Fig. 1: run 1, the clock network
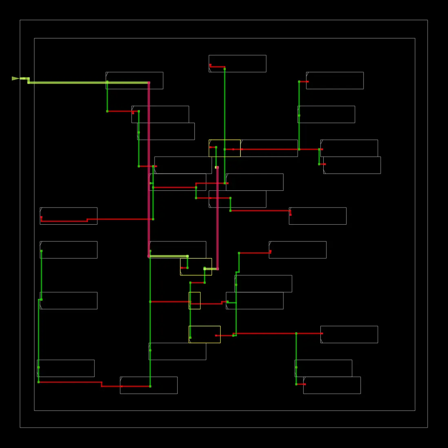
Fig. 2: run 1, metal 3
Drawn at 8 px/micron. Cells faint in the background.
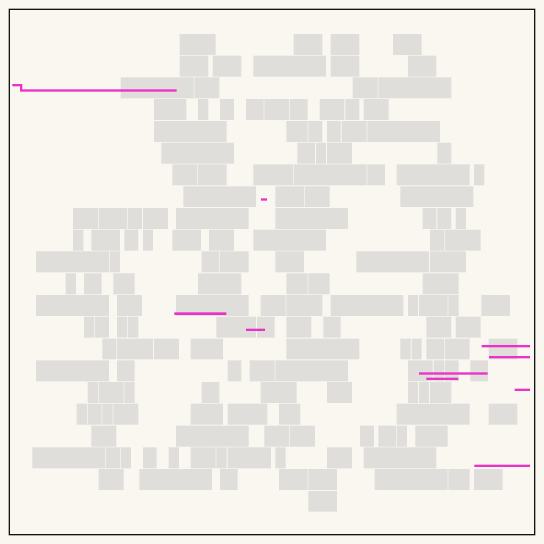
Fig. 3: run 1, placement density heat map
Drawn at 6 px/micron. The die is cut into 7 by 7 equal tiles; white is low, dark blue is high, 0 to 100% covered.
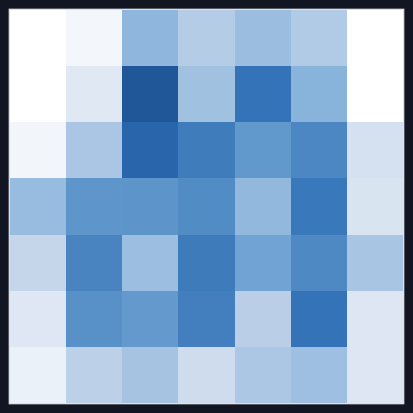
`src/rtl/eth_pcs_blk_lock_ctrl.sv`:
```
// -----------------------------------------------------------------------------
// eth_pcs_blk_lock_ctrl
//   10GBASE-R receive block-lock controller. Examines every 2-bit sync header
//   delivered by the RX gearbox, asks the gearbox to slip one bit whenever the
//   alignment looks wrong, and declares block lock once a full window of
//   headers is clean. A locked link drops lock only when too many invalid
//   headers land inside a single window.
//
// Ports
//   i_clk             PCS RX clock
//   i_reset_n         asynchronous active-low reset
//   i_clk_en          gearbox clock enable; state advances only when high
//   i_grbx_hdr_valid  a new sync header is presented this enabled cycle
//   i_grbx_hdr        sync header bits
//   o_blk_lock        block lock achieved (registered)
//   o_slip            one enabled-cycle pulse: gearbox shifts alignment by a bit
//   o_slip_cnt        saturating count of slips since reset
// -----------------------------------------------------------------------------
module eth_pcs_blk_lock_ctrl #(
    parameter int unsigned       SH_WINDOW    = 64,
    parameter int unsigned       SH_INVLD_MAX = 16,
    parameter int unsigned       SLIP_WAIT    = 4,
    parameter int unsigned       W_SLIP_CNT   = 8,
    parameter int unsigned       W_SYNC       = 2,
    parameter logic [W_SYNC-1:0] SYNC_DATA    = W_SYNC'(1),
    parameter logic [W_SYNC-1:0] SYNC_CTRL    = W_SYNC'(2)
) (
    input  logic                  i_clk,
    input  logic                  i_reset_n,
    input  logic                  i_clk_en,
    input  logic                  i_grbx_hdr_valid,
    input  logic [W_SYNC-1:0]     i_grbx_hdr,
    output logic                  o_blk_lock,
    output logic                  o_slip,
    output logic [W_SLIP_CNT-1:0] o_slip_cnt
);

    localparam int unsigned W_WAIT = (SLIP_WAIT < 1) ? 1 : $clog2(SLIP_WAIT + 1);

    typedef enum logic [1:0] {
        S_TEST,
        S_SLIP,
        S_WAIT
    } state_t;

    state_t                r_state;
    logic                  r_blk_lock;
    logic                  r_slip;
    logic [W_SLIP_CNT-1:0] r_slip_cnt;
    logic [6:0]            r_sh_cnt;
    logic [4:0]            r_sh_invld_cnt;
    logic [W_WAIT-1:0]     r_wait_cnt;

    logic                  w_invalid;
    logic [6:0]            w_nxt_cnt;
    logic [4:0]            w_nxt_inv;

    assign w_invalid = (i_grbx_hdr != SYNC_DATA) && (i_grbx_hdr != SYNC_CTRL);
    assign w_nxt_cnt = r_sh_cnt + 7'd1;
    assign w_nxt_inv = r_sh_invld_cnt + 5'(w_invalid);

    always_ff @(posedge i_clk or negedge i_reset_n) begin
        if (!i_reset_n) begin
            r_state        <= S_TEST;
            r_blk_lock     <= 1'b0;
            r_slip         <= 1'b0;
            r_slip_cnt     <= '0;
            r_sh_cnt       <= '0;
            r_sh_invld_cnt <= '0;
            r_wait_cnt     <= '0;
        end else if (i_clk_en) begin
            case (r_state)
                S_TEST: begin
                    if (i_grbx_hdr_valid) begin
                        // o_slip is raised here so that it is high for exactly
                        // the enabled cycle spent in S_SLIP.
                        if (!r_blk_lock && w_invalid) begin
                            r_state        <= S_SLIP;
                            r_slip         <= 1'b1;
                            r_sh_cnt       <= '0;
                            r_sh_invld_cnt <= '0;
                        end else if (r_blk_lock && (w_nxt_inv == 5'(SH_INVLD_MAX))) begin
                            // Checked before window end: the limit wins a tie.
                            r_state        <= S_SLIP;
                            r_slip         <= 1'b1;
                            r_blk_lock     <= 1'b0;
                            r_sh_cnt       <= '0;
                            r_sh_invld_cnt <= '0;
                        end else if (w_nxt_cnt == 7'(SH_WINDOW)) begin
                            if (w_nxt_inv == '0) begin
                                r_blk_lock <= 1'b1;
                            end
                            r_sh_cnt       <= '0;
                            r_sh_invld_cnt <= '0;
                        end else begin
                            r_sh_cnt       <= w_nxt_cnt;
                            r_sh_invld_cnt <= w_nxt_inv;
                        end
                    end
                end

                S_SLIP: begin
                    r_slip     <= 1'b0;
                    r_wait_cnt <= W_WAIT'(SLIP_WAIT);
                    r_state    <= S_WAIT;
                    if (r_slip_cnt != '1) begin
                        r_slip_cnt <= r_slip_cnt + W_SLIP_CNT'(1);
                    end
                end

                S_WAIT: begin
                    // Leave as soon as the countdown hits zero; a zero load
                    // exits without consuming any header.
                    if (r_wait_cnt == '0) begin
                        r_state        <= S_TEST;
                        r_sh_cnt       <= '0;
                        r_sh_invld_cnt <= '0;
                    end else if (i_grbx_hdr_valid) begin
                        r_wait_cnt <= r_wait_cnt - W_WAIT'(1);
                        if (r_wait_cnt == W_WAIT'(1)) begin
                            r_state        <= S_TEST;
                            r_sh_cnt       <= '0;
                            r_sh_invld_cnt <= '0;
                        end
                    end
                end

                default: begin
                    r_state <= S_TEST;
                end
            endcase
        end
    end

    assign o_blk_lock = r_blk_lock;
    assign o_slip     = r_slip;
    assign o_slip_cnt = r_slip_cnt;

endmodule

```
`config.mk`:
```
export PLATFORM = sky130hd
export DESIGN_NAME = eth_pcs_blk_lock_ctrl
export DESIGN_NICKNAME = d
export VERILOG_FILES = /design/src/rtl/eth_pcs_blk_lock_ctrl.sv
export SDC_FILE = /design/constraint.sdc
export NUM_CORES = 1
export LEC_CHECK = 0
export CORE_MARGIN = 2
export CORE_UTILIZATION = 40
export CTS_CLUSTER_DIAMETER = 50
export CTS_CLUSTER_SIZE = 10
export DETAILED_ROUTE_END_ITERATION = 16
export SKIP_LAST_GASP = 1
export SYNTH_ARGS = -nofsm -noshare
export SYNTH_HDL_FRONTEND = slang
export SYNTH_SLANG_ARGS = --single-unit
export TNS_END_PERCENT = 5
```
`constraint.sdc`:
```
create_clock -name i_clk -period 4.8 [get_ports i_clk]
set_input_delay 0.48 -clock i_clk [delete_from_list [all_inputs] [get_ports i_clk]]
set_output_delay 0.48 -clock i_clk [all_outputs]
set_load 0.02 [all_outputs]
```
==> impl_metrics.ini, run 1 <==
; physical design summary
[critical_path]
timing.rr.end = r_sh_cnt[5]$_DFFE_PN0P_
cp_slowest_stage_delay_ns = 0.41
rrSetupSlack_ns = 2.40
critical_path.cell_chain = clkdlybuf4s50_1 -> xnor2_1 -> ha_1 -> ha_1 -> or2_2 -> a211o_1 -> o221a_2 -> a22o_1
crit_buf_inv = 1
cp.depth = 8
critPathKind = in2reg
rr_startpoint = r_wait_cnt[0]$_DFFE_PN0P_
crit_fanout = 11
rr_worst_depth = 6
cp_slowest_cell = clkdlybuf4s50_1
startpoint = i_grbx_hdr[0]

[worst_hold_path]
whs_endpoint = o_slip$_DFFE_PN0P_
holdCritStartpoint = o_slip$_DFFE_PN0P_

[timing]
hold_violations = 0
worstMarginPinSlew_ns = 1.04
max_slew_margin = 0.308
rsz0062_at_grt = false
finalWorstSetupSlack_ns = 1.98
slew_viol_final = 0

[die]
initial_core_util = 0.413
rows = 22
boundaryPins = 16
die_area_sq_um = 4290
die.size.y_microns = 65.5

[global_routing]
grt_antenna_before_repair = 0
gr-total-overflow = 0
grt_max_degree = 28
grt_usage = 0.162

[run_status]
status = complete, no violations

[detailed_routing]
first_iter_violations = 25
remaining_drc_errors = 0
wl_per_cell_microns = 14.2
first_pass_iters = 4
detail-route-antenna-nets = 0

[logic_synthesis]
async_reset_ff_frac = 1.00
ys_seq_frac = 0.447
aoi_share = 0.179
synth_area_per_cell_sq_um = 10.5
synth.area.top_cells = dfrtp_1 45%, ha_1 5.8%, nand2_1 3.7%, xnor2_1 3.5%, nand3_1 3.3%
fp_nets = 157
adder_share = 0.0579
top_cell_area_share = 0.447
synth_warnings = 0
syn-cell-area_sq_um = 1510
ys_chip_area_sq_um = 1510

[final_layout]
ff_count = 27
sh_comb_area = 0.447
area_growth_pct = 16.0
fin_cells = 209
seq_share = 0.385
largest_cell_class = multi-input combinational cells
nNonClkBuffers = 16
antenna_cells = 0
layout-drive-gt1-share = 0.106
clkCellAreaFrac = 0.0264
nClkBuffers = 3
seqCellArea_sq_um = 676
nonClkBufAreaFrac = 0.0899

[place]
post_dp_cell_area_sq_um = 1710
dpl.hpwl_microns = 2200

[cts]
htree_levels = 1
cts_tree = done
cts_hold_buf = 0

[power_and_ir_drop]
p_sw_frac = 0.351
## Picture notes: Fig. 1
TritonCTS Buffers: 3
CTS Sinks: 27
power in the clock group: 0.128 mW
Fin Clk Skew: 0.00441 ns

## Picture notes: Fig. 2
The layer carries 60.2 microns of wire. The layer holds 2.0% of the routed length. 8 nets have wire on it.

## Picture notes: Fig. 3
The mean over all tiles is 40%. The densest ninth of the die: middle. The emptiest ninth of the die: top left. 4.1% of the tiles are over 75% full.

-- run 1: layer usage --
layer / up-vias / GRT usage / part of all wire
met5: - / 0 / 0
met4: 0 / 0.0703 / 0.015
met3: 4 / 0.0205 / 0.020
met2: 11 / 0.292 / 0.51
met1: 573 / 0.191 / 0.45
li1: 566 / - / -
-- run 1: worst min-delay path, cell delays in order (launching register included) --
cell and delay [ns]:
dfrtp_1 0.36, nand2_1 0.05, o21ai_0 0.06
-- run 1: power by group through the flow --
stage	Combinational (mW)	Clock [mW]	Sequential [mW]
floorplan	0.142	0	0.346
global placement	0.231	0	0.326
detailed placement	0.239	0	0.329
CTS	0.240	0.136	0.325
global route	0.266	0.149	0.334
finish	0.235	0.128	0.325
==> run 2, diff against run 1 <==
Clock period 4.8 ns to 2.7 ns, I/O delays scaled along.
Fig. 4: run 2, placement density heat map
Drawn at 6 px/micron. The die is cut into 7 by 7 equal tiles; white is low, dark blue is high, 0 to 100% covered.
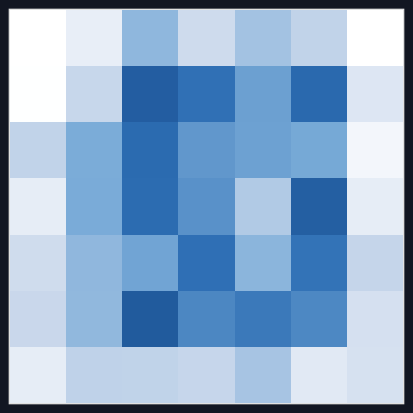
The emptiest ninth of the die: top left. 6.1% of the tiles are nearly empty. The mean over all tiles is 40%. 12% of the tiles are over 75% full. The fullest tile reaches 83%.

==> run 2 against run 1 <==
Synthesized cell count did not move. Sequential power rose by 79%. Final area rose by 1.9%. Clock skew fell by 0.00063 ns. Non-clock buffer count rose by 4. Cell count rose by 1.9%. Critical path depth did not move. Routed wire length barely moved. Die area did not move. Register-to-register slack got worse by 1.9 ns. Synthesized area did not move. Count of clock-buffer cells in the layout did not move. Largest cell class unchanged.
==> impl_metrics.ini, run 2 <==
; physical design summary
[critical_path]
rrSetupSlack_ns = 0.54
crit_buf_inv = 1
startpoint = i_grbx_hdr[0]
required_ns = 2.88
critPathKind = in2reg
rr_worst_depth = 6
cp.depth = 8
rr_startpoint = r_sh_invld_cnt[0]$_DFFE_PN0P_
crit_top_cell = ha_1
crit_fanout = 7
cp.arrival_ns = 2.52
cp_slowest_cell = clkdlybuf4s50_1
timing.rr.end = r_sh_cnt[1]$_DFFE_PN0P_
worst_setup_path_start_kind = input pin
critical_path.cell_chain = clkdlybuf4s50_1 -> xnor2_1 -> ha_1 -> ha_1 -> or2_2 -> a211o_1 -> o221a_2 -> a22o_1
cp_slowest_stage_delay_ns = 0.41

[place]
post_dp_cell_area_sq_um = 1740
io_buffers = 15
dpl.hpwl_microns = 2210
place_ws_ns = 0.0538
dp_cells = 209

[final_layout]
fin_cells = 213
layout-drive-gt1-share = 0.127
area_growth_pct = 18.1
antenna_cells = 0
largest_reg_flops = 8
fill_cells = 336

[power_and_ir_drop]
power-top-group = registers
powerComb_mw = 0.443
p_sw_frac = 0.355
clk-power_mw = 0.240
pg_seq_mw = 0.581
vdd_ir_drop_max_mv = 0.279
power.density_nw_per_um2 = 707
intPower_mw = 0.815

[cts]
numCtsBuffers = 3
clock_sinks = 27
cts.clk_slew.worst_paths_ns = 0.10
cts_hold_buf = 0
cts_max_path_buffers = 2
htree_levels = 1
cts_tree = done
clk-insertion-delay-late_ns = 0.28
root_buffer = clkbuf_8

[detailed_routing]
wl_microns = 2960
first_iter_violations = 24
vias_per_cell = 5.37
remaining_drc_errors = 0
wl_met2_microns = 1490
vias = 1143
wl_per_cell_microns = 13.9
wl_met1_microns = 1360
detail-route-antenna-nets = 0
highest_layer = met4
wl_met3_microns = 85
first_pass_iters = 4

[timing]
hold_violations = 0
fmax_ghz = 0.427
finalWorstSetupSlack_ns = 0.358
hold_ws_ns = 0.355
slew_viol_final = 0
rsz0062_at_grt = false
max_slew_margin = 0.713
period_needed_ns = 2.34
final.setup_skew_ns = 0.00378
worstMarginPinSlew_ns = 0.427

[logic_synthesis]
syn-cell-area_sq_um = 1510
top_cell_area_share = 0.447
synth.area.top_cells = dfrtp_1 45%, ha_1 5.8%, nand2_1 3.7%, xnor2_1 3.5%, nand3_1 3.3%
common_cells = 27 x dfrtp_1, 15 x nand2_1, 10 x nand3_1
top_cell = dfrtp_1
async_reset_ff_frac = 1.00
fp_nets = 157
synth_area_per_cell_sq_um = 10.5
ys_chip_area_sq_um = 1510
synth_warnings = 0
yosys_most_used_dff = dfrtp_1
syn-instance-count = 144
ys_seq_frac = 0.447
synth_cell_types = 51

[flow_run]
maxCapViolCount = 0
warning_count = 27

[die]
die_area_sq_um = 4290
boundaryPins = 16
die.size.y_microns = 65.5
initial_core_util = 0.413
rows = 22
die_x_microns = 65.5

[global_routing]
grt_use_met1 = 0.192
grt_antenna_before_repair = 0
use_met2 = 0.263
busiest_layer = met2
grt_pass1_vias = 1127
grt_max_degree = 28
met3_usage = 0.0154
grt_usage = 0.149
gr-total-overflow = 0

[worst_hold_path]
min_path_type = in2async

[run_status]
status = complete, no violations
Fig. 5: run 2, clock network drawn from the DEF
Drawn at 6 px/micron.
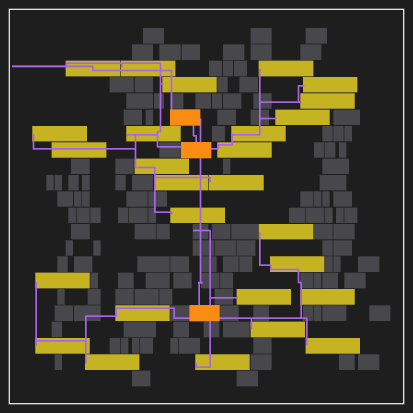
Orange stands for clock-net drivers, count 3. Purple stands for clock wires, length 335 microns. Yellow stands for flip-flops, count 27.
Position of the flops: spread over the die.

-- run 2: area by class of cell --
cell class / instances / area [sq um] / share of cell area
multi-input cells: 106 / 785 / 0.439
flip-flops and latches: 27 / 676 / 0.378
repair buffers: 20 / 188 / 0.105
well taps: 48 / 60.1 / 0.0336
clock buffers: 3 / 41.3 / 0.0231
inverters: 8 / 30.0 / 0.0168
clock inverters: 1 / 7.51 / 0.00420
-- run 2: kinds of logic after synthesis --
group | after synthesis | share of synthesized area
muxes | 4 | 0.0306
adders and majority gates | 7 | 0.0579
DFF | 27 | 0.447
xor gates and xnor gates | 11 | 0.0637
buffers and inverters | 11 | 0.0347
AOI/OAI and AO/OA | 33 | 0.179
and+or+nand+nor | 51 | 0.188
No activity file was given, so power comes from the tool's default toggle rates.
